==> run_1/layer_met2.png <==
The bar under the picture is 20 um long.
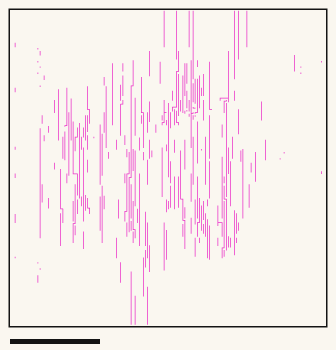
==> run_1/layer_met3.png <==
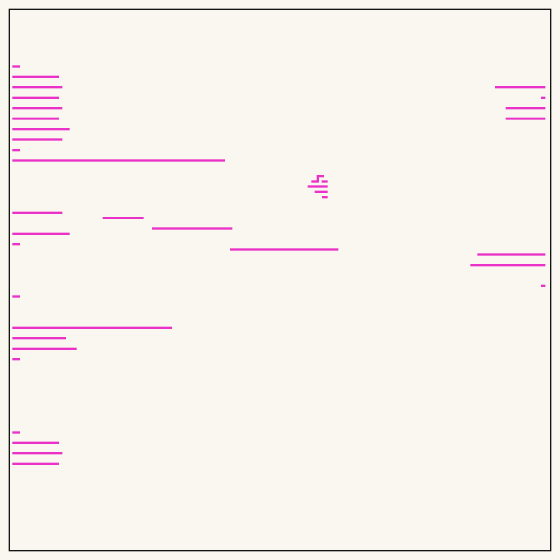
==> run_1/clocks.png <==
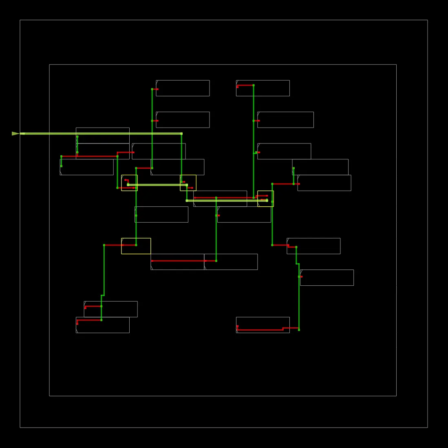
==> run_1/power_grid.png <==
The bar under the picture is 20 um long. Pins as bars on the die edge.
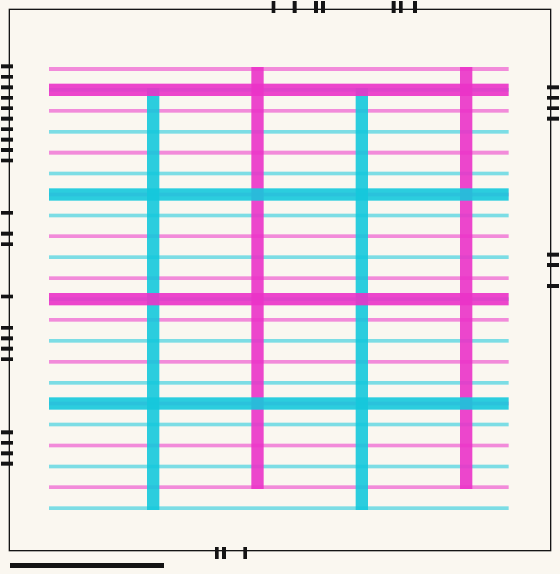
`config.mk`:
```
export PLATFORM = sky130hd
export DESIGN_NAME = ccff_bitstream_loader
export DESIGN_NICKNAME = d
export VERILOG_FILES = /design/src/rtl/ccff_bitstream_loader.sv
export SDC_FILE = /design/constraint.sdc
export NUM_CORES = 1
export LEC_CHECK = 0
export CELL_PAD_IN_SITES_DETAIL_PLACEMENT = 0
export CELL_PAD_IN_SITES_GLOBAL_PLACEMENT = 1
export CORE_MARGIN = 5
export CORE_UTILIZATION = 35
export DETAILED_ROUTE_END_ITERATION = 16
export HOLD_SLACK_MARGIN = 0.03
export PLACE_DENSITY = 0.81
export REMOVE_ABC_BUFFERS = 1
export SYNTH_ARGS = -nofsm -noshare
export SYNTH_HDL_FRONTEND = slang
export SYNTH_SLANG_ARGS = --single-unit
export TNS_END_PERCENT = 1
```
`constraint.sdc`:
```
create_clock -name prog_clk -period 1.8 [get_ports prog_clk]
set_input_delay 0.36 -clock prog_clk [delete_from_list [all_inputs] [get_ports prog_clk]]
set_output_delay 0.36 -clock prog_clk [all_outputs]
set_load 0.01 [all_outputs]
```
`src/rtl/ccff_bitstream_loader.sv`:
```
// rtl/ccff_bitstream_loader.sv - serialises config words into the ccff chain head, MSB first
// Optional running CRC-16-CCITT of shifted bits: define CCFF_LOADER_CRC_EN.
module ccff_bitstream_loader #(
  parameter int CHAIN_LEN = 20,
  parameter int WORD_W    = 8,
  parameter int CNT_W     = $clog2(CHAIN_LEN + 1)
) (
  input  logic              prog_clk,
  input  logic              pReset,
  input  logic              start,
  input  logic              abort,
  input  logic [WORD_W-1:0] cfg_data,
  input  logic              cfg_valid,
  output logic              cfg_ready,
  output logic              ccff_head,
  output logic              ccff_en,
  output logic              busy,
  output logic              done,
  output logic [CNT_W-1:0]  bit_count,
  output logic [15:0]       crc
);
  localparam int BW = (WORD_W > 1) ? $clog2(WORD_W) : 1;
  localparam logic [CNT_W-1:0] LAST_BIT = CNT_W'(CHAIN_LEN - 1);
  localparam logic [BW-1:0]    LAST_IDX = BW'(WORD_W - 1);

  typedef enum logic [1:0] {IDLE, WAIT_WORD, SHIFT, DONE} state_t;

  state_t            state, state_nx;
  logic [WORD_W-1:0] shreg;
  logic [BW-1:0]     bit_idx;
  logic              accept, load_start, shift_now, chain_end, word_end;

  always_ff @(posedge prog_clk or negedge pReset) begin
    if (!pReset) state <= IDLE;
    else         state <= state_nx;
  end

  // abort outranks everything, so it also masks ready to avoid a phantom handshake
  always_comb begin
    state_nx   = state;
    cfg_ready  = 1'b0;
    accept     = 1'b0;
    load_start = 1'b0;
    shift_now  = 1'b0;
    chain_end  = (bit_count == LAST_BIT);
    word_end   = (bit_idx == LAST_IDX) || chain_end;
    if (abort) begin
      state_nx = IDLE;
    end else begin
      case (state)
        IDLE, DONE: begin
          if (start) begin
            state_nx   = WAIT_WORD;
            load_start = 1'b1;
          end
        end
        WAIT_WORD: begin
          cfg_ready = 1'b1;
          if (cfg_valid) begin
            accept   = 1'b1;
            state_nx = SHIFT;
          end
        end
        SHIFT: begin
          shift_now = 1'b1;
          if (word_end) state_nx = chain_end ? DONE : WAIT_WORD;
        end
        default: state_nx = IDLE;
      endcase
    end
  end

  always_ff @(posedge prog_clk or negedge pReset) begin
    if (!pReset) begin
      shreg     <= '0;
      bit_idx   <= '0;
      ccff_head <= 1'b0;
      ccff_en   <= 1'b0;
      busy      <= 1'b0;
      done      <= 1'b0;
      bit_count <= '0;
    end else begin
      ccff_en <= shift_now;
      if (abort) begin
        busy <= 1'b0;
        done <= 1'b0;
      end else begin
        if (load_start) begin
          bit_count <= '0;
          done      <= 1'b0;
          busy      <= 1'b1;
        end
        if (accept) begin
          shreg   <= cfg_data;
          bit_idx <= '0;
        end
        if (shift_now) begin
          ccff_head <= shreg[WORD_W-1];
          shreg     <= shreg << 1;
          bit_idx   <= bit_idx + 1'b1;
          bit_count <= bit_count + 1'b1;
          if (chain_end) begin
            busy <= 1'b0;
            done <= 1'b1;
          end
        end
      end
    end
  end

`ifdef CCFF_LOADER_CRC_EN
  logic [15:0] crc_q;
  logic        crc_fb;

  assign crc_fb = crc_q[15] ^ shreg[WORD_W-1];

  always_ff @(posedge prog_clk or negedge pReset) begin
    if (!pReset)        crc_q <= 16'hFFFF;
    else if (load_start) crc_q <= 16'hFFFF;
    else if (shift_now)  crc_q <= {crc_q[14:0], 1'b0} ^ (crc_fb ? 16'h1021 : 16'h0000);
  end

  assign crc = crc_q;
`else
  assign crc = 16'h0000;
`endif

endmodule
```
==> Changelog: implementation, run 1 <==
### Implementation results

* Mapped Cells at between 100 and 150
* CTS tree: built
* Final-report max-slew violation count at 0
* Crit-path cells: inv_1 > ha_1 > nor2b_1 > clkdlybuf4s15_1
* Port Buf Inserts at 22
* First-pass GRT wire length at 4620 um
* CP bufs+invs at 2
* Leak at approximately 0.73 nW
* Grt total ovfl at 0
* Synth top cell by count: dfrtp_1
* Unrepaired setup endpoints after global routing: true
* Fa+ha+maj area frac at 0.0493
* DP HPWL at roughly 2000 um
* Comb area leader: AND-OR/OR-AND gates
* Flop2flop setup slack at between 0.1 and 0.15 ns
* Top area cell types: dfrtp_1 (43%), buf_4 (11%), o21ai_0 (6.3%), ha_1 (4.9%), mux2i_1 (4.7%)
* Reg-to-Reg Start: bit_count[0]
* Number of remaining DRC errors at 0
* Proportion of synthesized area in mux cells at 0.0591
* Layout Skew at about 0.0051 ns
* Clock buffer depth at 2
* Dominant flop cell: dfrtp_1
* EDFF count, synth at 0
* Fp_density at 0.372
* Crit-path max cell delay at between 0.4 and 0.5 ns
* Power per cell area at between 800 and 900 nW/um^2
* H-tree level count at 1
* Synth Cell Area at 1270 sq um
* Cell area after layout at between 1500 and 2000 sq um
* Status: finished, final reports clean
* Synth top area share at 0.433
* Reg2Reg Depth at 4
* Gr usage total at 0.113
* P_int at 0.000940 W
* CTS Sinks at 22
About layer_met2.png:
main direction: vertical
longest straight run: 24.3 um
nets with wire on the layer: 147
met2 Use GR: 0.186
DR vias: 984
total wire length: 2550 um

About layer_met3.png:
nets with wire on the layer: 35
share of all routed wire: 8.2%
met3 Resource Use GR: 0.0488

About clocks.png:
worst skew pair latency: 0.31 ns
clock buffer count from CTS: 3
clock buffers: 4
Clk power: 0.000271 W

About power_grid.png:
legend:
  cyan:
    net: VSS
  magenta:
    net: VDD
met5 straps: 4
signal pins: 39
Die Y: 70.2 um
Die Width: 70.2 um
Core ar.: 3420 sq um
Max VDD drop: 0.000557 V

-- run 1: flip-flops by register name (all words and copies together) (netlist names) --
name       cells
bit_count      5
bit_idx        3
busy           1
ccff_en        1
ccff_head      1
done           1
shreg          8
state          2
-- run 1: final cells by class --
cell class	count	area (sq um)	share of cell area
Tap cell	46	57.6	0.0368
Inverter	4	15.0	0.00959
Multi-Input combinational cell	91	616	0.393
Clock buffer	4	36.3	0.0232
Sequential cell	22	553	0.353
Timing Repair Buffer	31	288	0.184
-- run 1: worst max path at each step --
stage | endpoint | depth (start not counted)
after detailed placement | bit_idx[0] | 5
after global routing | cfg_ready | 4
final | cfg_ready | 4
after global placement | cfg_ready | 3
after CTS | shreg[3] | 7
after floorplan | bit_idx[0] | 5
-- run 1: logic make-up (layout without fill, tap and decap cells) --
family	count (synthesis)	in the layout
AND-OR/OR-AND	35	35
AND/OR/NAND/NOR	26	26
buffers and inverters	25	39
flip-flops	22	22
multiplexers	7	7
adder cells (fa/ha/maj)	5	5
XOR/XNOR	2	2
other	1	16
-- run 1: through the flow --
stage	instances	util	power [W]	hold slack [ns]
after global routing	198	0.458	0.00146	0.390
after floorplan	117	-	0.000918	0.0644
after global placement	194	0.444	0.00107	0.462
after CTS	198	0.454	0.00136	0.387
after detailed placement	194	0.444	0.00109	0.468
final	198	0.458	0.00136	0.382
-- run 1: power groups by stage --
stage	clock network [W]	registers (W)	logic, W
floorplan	0	0.000682	0.000236
global placement	0	0.000689	0.000386
detailed placement	0	0.000696	0.000397
CTS	0.000278	0.000686	0.000397
global route	0.000297	0.000704	0.000462
finish	0.000271	0.000687	0.000403
-- run 1: per-layer routing --
layer  part of all wire  GRT usage
met2               0.48      0.186
met3              0.082     0.0488
met1               0.43      0.139
met5                  0          0
met4            0.00078     0.0170
--- run 2 (diff from run 1) ---
--- a/config.mk
+++ b/config.mk
@@ -7,6 +7,7 @@
 export LEC_CHECK = 0
 export CELL_PAD_IN_SITES_DETAIL_PLACEMENT = 0
 export CELL_PAD_IN_SITES_GLOBAL_PLACEMENT = 1
+export CORE_ASPECT_RATIO = 1.4
 export CORE_MARGIN = 5
 export CORE_UTILIZATION = 35
 export DETAILED_ROUTE_END_ITERATION = 16
==> run 2 against run 1 <==
Hold slack improved by 0.067 ns. Synthesized cell count unchanged. Via count shrank 1.3%. Fmax fell by 0.70%. Wire length decreased by 2.2%. Sequential share of layout area increased by 0.067 points. Sequential power hardly changed. Critical path type is now reg -> reg. Highest routed layer unchanged.
==> Changelog: implementation, run 2 <==
### Implementation results

* Largest regs: shreg: 8 flops, bit_count: 5 flops, bit_idx: 3 flops (unchanged)
* Synth top area share at 0.433 (unchanged)
* Post-synth top cells: dfrtp_1 (22), buf_4 (18), o21ai_0 (16), nand2_1 (7) (unchanged)
* Layout Skew at 0.00289 ns (was 0.00511 ns)
* Register bank with the most flops: shreg (unchanged)
* Final-report max-slew violation count at 0 (unchanged)
* Crit path DAT at 1.87 ns (was 1.35 ns)
* Number of remaining DRC errors at 0 (unchanged)
* P_int at 0.000961 W (was 0.000940 W)
* Crit-path max cell delay at 0.41 ns (about the same)
* Largest power group: registers (unchanged)
* Grt total ovfl at 0 (unchanged)
* Mapped Cells at 123 (unchanged)
* Cell area after layout at 1560 sq um (was 1570 sq um)
* EDFF count, synth at 0 (unchanged)
* Flop2flop setup slack at 0.08 ns (was 0.14 ns)
* Dominant flop cell: dfrtp_1 (unchanged)
* DP HPWL at 1940 um (was 1960 um)
* H-tree level count at 1 (unchanged)
* Final cell utilization of the core at 0.435 (was 0.458)
* Top area cell types: dfrtp_1 (43%), buf_4 (11%), o21ai_0 (6.3%), ha_1 (4.9%), mux2i_1 (4.7%) (unchanged)
* Clock buffer count from CTS at 3 (unchanged)
* Combinational cell power at 0.000390 W (was 0.000403 W)
* CTS Sinks at 22 (unchanged)
* P_seq at 0.000685 W (was 0.000687 W)
* Worst skew pair latency at 0.25 ns (was 0.31 ns)
* Max FFs per register at 8 (unchanged)
* Synth top cell by count: dfrtp_1 (unchanged)
* Leak at 0.733 nW (was 0.730 nW)
* Clock buffer depth at 2 (unchanged)
* Max VDD drop at 0.000463 V (was 0.000557 V)
* Clk power at 0.000294 W (was 0.000271 W)
* Reg-to-Reg Start: state[0] (was bit_count[0])
* Status: finished, final reports clean (unchanged)
* Die Width at 60.9 um (was 70.2 um)
* Unrepaired setup endpoints after global routing: true (unchanged)
* Port Buf Inserts at 22 (unchanged)
-- run 2: cell counts after synthesis --
No cell type changed its count.
-- run 2: through the flow --
stage	hold WS, ns	std cells	setup WS [ns]
finish	0.449	193	0.0757
global route	0.510	193	-0.00281
CTS	0.452	193	0.0235
detailed placement	0.464	190	-0.146
global placement	0.471	190	-0.141
floorplan	0.0644	117	0.117
-- run 2: cells by family after synthesis --
family | synth area share
compound gates | 0.181
xor+xnor | 0.0138
fa+ha+maj | 0.0493
buf+inv | 0.134
flops | 0.433
mux | 0.0591
other cells | 0.00295
simple gates | 0.126
-- run 2: final cells by class --
type / instances / area (sq um) / share of cell area
multi-input cells: 91 / 606 / 0.389
well taps: 42 / 52.6 / 0.0338
inverters: 4 / 18.8 / 0.0121
flip-flops and latches: 22 / 551 / 0.354
repair buffers: 31 / 287 / 0.184
clock buffers: 3 / 41.3 / 0.0265
-- run 2: worst max path at each step --
stage,start,slack [ns],endpoint,cells past startpoint
after floorplan,state[0],0.12,bit_idx[0],5
after global placement,abort,-0.14,cfg_ready,3
after detailed placement,abort,-0.15,cfg_ready,3
after CTS,state[1],0.02,shreg[6],7
after global routing,state[0],-0.003,shreg[2],7
final,state[0],0.08,state[1],5
-- run 2: timing repair --
| item | in CTS | in global routing |
|---|---|---|
| endpoints found under the setup margin | 1 | 7 |
| cloned | 0 | 0 |
| resized | 1 | 2 |
-- run 2: layer usage --
metal	up-vias	global-route usage	wire length, um
met4	0	0.0564	35
li1	461	-	-
met5	-	0	0
met1	474	0.132	1030
met3	4	0.0191	145
met2	32	0.193	1280
==> run_2/power_grid.png <==
The bar under the picture is 20 um long. Pins as bars on the die edge.
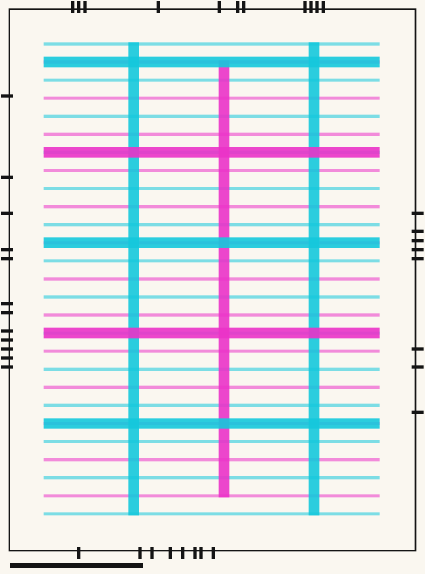
legend:
  cyan:
    net: VSS
  magenta:
    net: VDD
met1 rails: 27
signal pins: 39
met5 straps: 5
met4 straps: 3
Core ar.: 3580 sq um
Die Y: 81.3 um

==> run_2/wires.png <==
The bar under the picture is 20 um long. Two of the layers only.
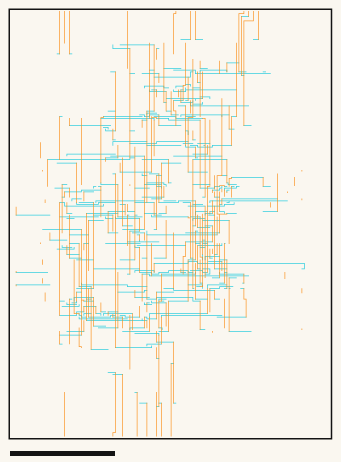
legend:
  orange:
    layer: metal 2
    wire_length: 1280 um
  cyan:
    layer: metal 1
    wire_length: 1030 um
DR vias: 971
total wire length: 2500 um
gr usage total: 0.113

Power figures rest on the tool's default switching activity, not on a simulated workload.
